**config.mk**
```make
export PLATFORM = sky130hd
export DESIGN_NAME = audio_sample_gen
export DESIGN_NICKNAME = d
export VERILOG_FILES = /design/src/rtl/audio_pkg.sv /design/src/rtl/audio_tick_div.sv /design/src/rtl/audio_sample_gen.sv
export SDC_FILE = /design/constraint.sdc
export NUM_CORES = 1
export LEC_CHECK = 0
export ABC_AREA = 1
export CAP_MARGIN = 40
export CORE_MARGIN = 2
export CORE_UTILIZATION = 50
export DETAILED_ROUTE_END_ITERATION = 7
export PLACE_DENSITY = 0.71
export SYNTH_ARGS = -nofsm -noshare
export SYNTH_HDL_FRONTEND = slang
export SYNTH_SLANG_ARGS = --single-unit
```
**constraint.sdc**
```tcl
create_clock -name CLK -period 2.5 [get_ports CLK]
set_input_delay 0.5 -clock CLK [delete_from_list [all_inputs] [get_ports CLK]]
set_output_delay 0.5 -clock CLK [all_outputs]
set_load 0.02 [all_outputs]
```
**src/rtl/audio_pkg.sv**
```systemverilog
// Shared constants, FSM state type and tone table for the audio sample generator.
package audio_pkg;

  localparam int unsigned SAMPLE_W = 16;
  localparam int unsigned PHASE_W  = 24;

  localparam logic [15:0] SQ_POS = 16'h4000;
  localparam logic [15:0] SQ_NEG = 16'hC000;

  typedef enum logic [1:0] {
    StIdle,
    StPresentL,
    StPresentR
  } state_e;

  // Per-tick phase increments for 220/440/880/1000 Hz at ~44.1 kHz.
  function automatic logic [PHASE_W-1:0] phase_inc(input logic [1:0] sel);
    logic [PHASE_W-1:0] inc;
    unique case (sel)
      2'd0: inc = 24'd83712;
      2'd1: inc = 24'd167424;
      2'd2: inc = 24'd334848;
      default: inc = 24'd380510;
    endcase
    return inc;
  endfunction

endpackage

```
**src/rtl/audio_tick_div.sv**
```systemverilog
// Sample-rate divider: one-cycle registered tick every CLK_DIV clocks.
module audio_tick_div #(
  parameter int unsigned CLK_DIV = 2268
) (
  input  logic CLK,
  input  logic Reset,
  output logic tick
);

  localparam int unsigned CntW = (CLK_DIV > 1) ? $clog2(CLK_DIV) : 1;

  logic [CntW-1:0] cnt_q;

  always_ff @(posedge CLK) begin
    if (!Reset) begin
      cnt_q <= '0;
      tick  <= 1'b0;
    end else if (cnt_q == CntW'(CLK_DIV - 1)) begin
      cnt_q <= '0;
      tick  <= 1'b1;
    end else begin
      cnt_q <= cnt_q + 1'b1;
      tick  <= 1'b0;
    end
  end

endmodule

```
**src/rtl/audio_sample_gen.sv**
```systemverilog
// Tone generator presenting L/R sample pairs to an I2S serializer.
// Define AUDIO_SAMPLE_GEN_SAW_EN to enable the sawtooth waveform (control bit [2]).
module audio_sample_gen #(
  parameter int unsigned CLK_DIV  = 2268,
  parameter int unsigned SAMPLE_W = audio_pkg::SAMPLE_W,
  parameter int unsigned PHASE_W  = audio_pkg::PHASE_W
) (
  input  logic                CLK,
  input  logic                Reset,
  input  logic [3:0]          AudioControlRegister,
  output logic [SAMPLE_W-1:0] sample_data,
  output logic                sample_chan,
  output logic                sample_valid,
  input  logic                sample_ready,
  output logic                overrun
);

  import audio_pkg::*;

  logic                tick;
  state_e              state_q;
  logic [PHASE_W-1:0]  phase_q;
  logic [PHASE_W-1:0]  phase_next;
  logic [SAMPLE_W-1:0] sample_next;
  logic [SAMPLE_W-1:0] sq_sample;

  audio_tick_div #(
    .CLK_DIV(CLK_DIV)
  ) u_tick_div (
    .CLK  (CLK),
    .Reset(Reset),
    .tick (tick)
  );

`ifndef AUDIO_SAMPLE_GEN_SAW_EN
  logic unused_wave;
  assign unused_wave = AudioControlRegister[2];
`endif

  // Control is only consumed here, at the IDLE tick, so a pair never mixes settings.
  always_comb begin
    phase_next  = AudioControlRegister[3] ?
                  phase_q + PHASE_W'(phase_inc(AudioControlRegister[1:0])) : '0;
    sq_sample   = phase_next[PHASE_W-1] ? SAMPLE_W'(SQ_NEG) : SAMPLE_W'(SQ_POS);
    sample_next = '0;
    if (AudioControlRegister[3]) begin
`ifdef AUDIO_SAMPLE_GEN_SAW_EN
      if (AudioControlRegister[2]) begin
        sample_next = {~phase_next[PHASE_W-1], phase_next[PHASE_W-2 -: SAMPLE_W-1]};
      end else begin
        sample_next = sq_sample;
      end
`else
      sample_next = sq_sample;
`endif
    end
  end

  always_ff @(posedge CLK) begin
    if (!Reset) begin
      state_q      <= StIdle;
      phase_q      <= '0;
      sample_data  <= '0;
      sample_chan  <= 1'b0;
      sample_valid <= 1'b0;
      overrun      <= 1'b0;
    end else begin
      unique case (state_q)
        StIdle: begin
          if (tick) begin
            phase_q      <= phase_next;
            sample_data  <= sample_next;
            sample_chan  <= 1'b0;
            sample_valid <= 1'b1;
            state_q      <= StPresentL;
          end
        end
        StPresentL: begin
          if (tick) overrun <= 1'b1;
          if (sample_ready) begin
            sample_chan <= 1'b1;
            state_q     <= StPresentR;
          end
        end
        StPresentR: begin
          if (tick) overrun <= 1'b1;
          if (sample_ready) begin
            sample_chan  <= 1'b0;
            sample_valid <= 1'b0;
            state_q      <= StIdle;
          end
        end
        default: state_q <= StIdle;
      endcase
    end
  end

endmodule

```
**M1 wires**

Bar = 20 um.
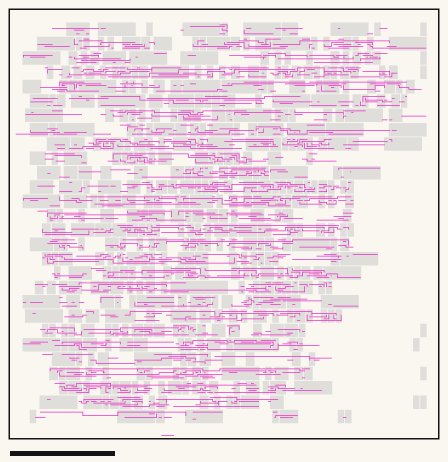
513 nets have wire on it. The layer carries 3560 um of wire. The longest straight run is 29.0 um. The layer holds 48% of the routed length.
routed vias: 3039
met1 Usage GRT: 30.3%
DRT Wirelength: 7420 um

**Metal 2**

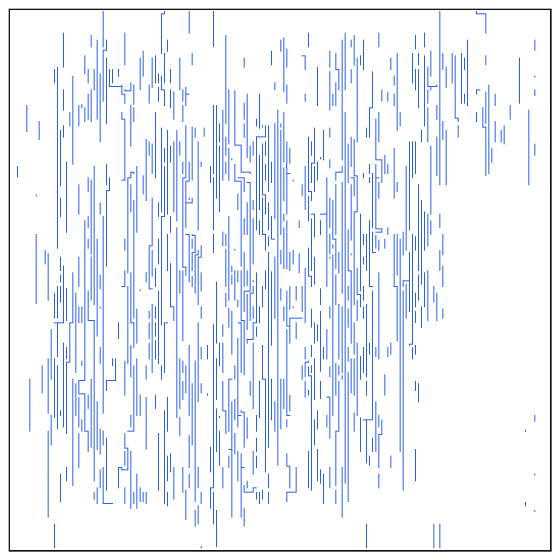
The longest straight run is 55.8 um. 448 nets have wire on it. The wires run mostly vertical. The layer carries 3550 um of wire.
met2 GRT Util: 42.3%

**Signal wires on met3**

Bar = 20 um.
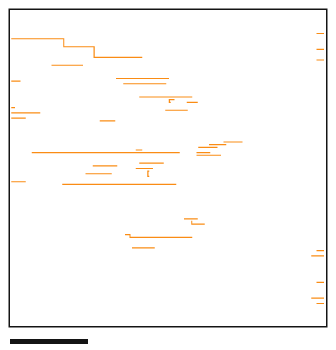
The longest straight run is 37.7 um. The layer carries 275 um of wire. The wires run mostly horizontal. The layer holds 3.7% of the routed length.
met3 usage: 4.00%

**Cell sizes after repair**

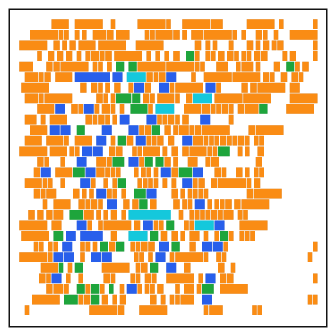
_3 and _4 cells: drawn in blue, cells 51, share 9.8%. _2 cells: drawn in green, cells 37, share 7.1%. _6 and larger: drawn in cyan, cells 6, share 1.1%. _0 and _1 cells: drawn in orange, cells 428, share 82%.
Area Growth Syn to Fin: 20.7%
layout buffer count excluding clock buffers: 58
cell area after layout: 3590 um^2
PnR worst setup slack: 0.145 ns

==> summary.txt <==
Power consumption = 1560 uW
Final Skew = 0.00551 ns
Commonest Layout Cell = nand2_1
Maximum clock path buffer count = 2
Critical Path Source = AudioControlRegister[1]
Fin util = 61.4%
Top cells by area = dfxtp_1 28%, nand2_1 14%, ha_1 8.0%
Reg clk slew, reported paths = 0.09 ns
Die Span Y = 81.2 um
WP buf/inv = 2
Seq area share = 23.4%
Endpoints failing setup = 0
Max Slew Vio Count = 0
Comb. pwr = 298 uW
Antenna violations before repair = 0
Synth mux share = 0%
Gate Area = 1850 um^2
Cells in synth_stat.txt = 463
Fin cells = 597
Maximum capacitance violations = 0
Pin count of the biggest net entering global routing = 17
Top cell area share = 28.2%
Maximum VDD drop = 0.500 mV
Hold slack = 0.452 ns
Filler cell count = 559
Top FF cell, synth = dfxtp_1
CP Class = primary input to flop
Worst path cell trace = dlygate4sd2_1 -> inv_1 -> ha_1 -> or2_2 -> ha_4 -> nand2_1 -> nor2_2 -> nand2_1 -> nand3b_2 -> nand2_2 -> nand3_1 -> nand2_1 -> nor2_1
Max FFs per register = 23
Largest cell class by area = combinational gates
Leading area contributor after synthesis = dfxtp_1
Setup slack, reg-to-reg = 0.66 ns
Synth warn = 0
Worst hold path class = flop to flop
Non-clock buffers, area share = 12.8%
And+or+nand+nor area frac = 34.6%
Reg2Reg Capture Point = phase_q[23]
Comb_multi_in = 352
Tool Warnings = 33
Final hold vios = 0
Largest registers = phase_q (23), u_tick_div.cnt_q (12), state_q (2)
CTS tree = built
DP Area = 3430 um^2
Logic share of the area = 51.6%
RSZ-0062 raised after global routing = no
DRC = 0
Die width = 81.2 um
Yosys cell types = 39
Vias in the first global route = 2734
Comb pwr share = 19.2%
Clock network area share = 3.06%
Sequential share of power = 45.3%
Grt ovf = 0
Internal power = 1110 uW
Clock sinks = 42
Startpoint Class = primary input
First-pass GRT wire length = 12100 um
Post-synth top cells = 108 x nand2_1, 58 x inv_1, 48 x nor2_1
Status = finished, final reports clean
Die ar. = 6590 um^2
Met1 Routed Length = 3560 um
GRT Total Usage = 23.8%
Clock share of power = 35.6%
Worst-case hold path end point = sample_chan
P_clk = 553 uW
XOR Share, Synth = 1.18%
Fa+ha+maj area frac = 7.98%
Site row count = 28
Fmax = 425 MHz
Worst endpoint data arrival time = 2.56 ns
Most frequent cells in the layout = 108 x nand2_1, 58 x inv_1, 48 x buf_4
Pre-Place Util = 50.9%
Power Sequential = 704 uW
Hold Crit Depth = 2
Clock Tree Root = clkbuf_8
Met3 Wirelength = 274 um
Sw Pwr = 448 uW
Met2 wire length = 3550 um
Register share after synthesis = 28.2%
Req. time, crit path = 2.70 ns
Post-synth EDFFs = 0
H-tree lvl count = 2
# nets final = 547
Diodes inserted = 0
PD cells = 433 nW/um^2
1st-iter DRT viols = 147
Cells after Synth = 463
Crit. End Element = flop
Tmin final = 2.35 ns
Non-clk invs = 62
N_taps = 75
Worst reg2reg path startpoint = phase_q[2]
Power and IR drop assume default switching activity.
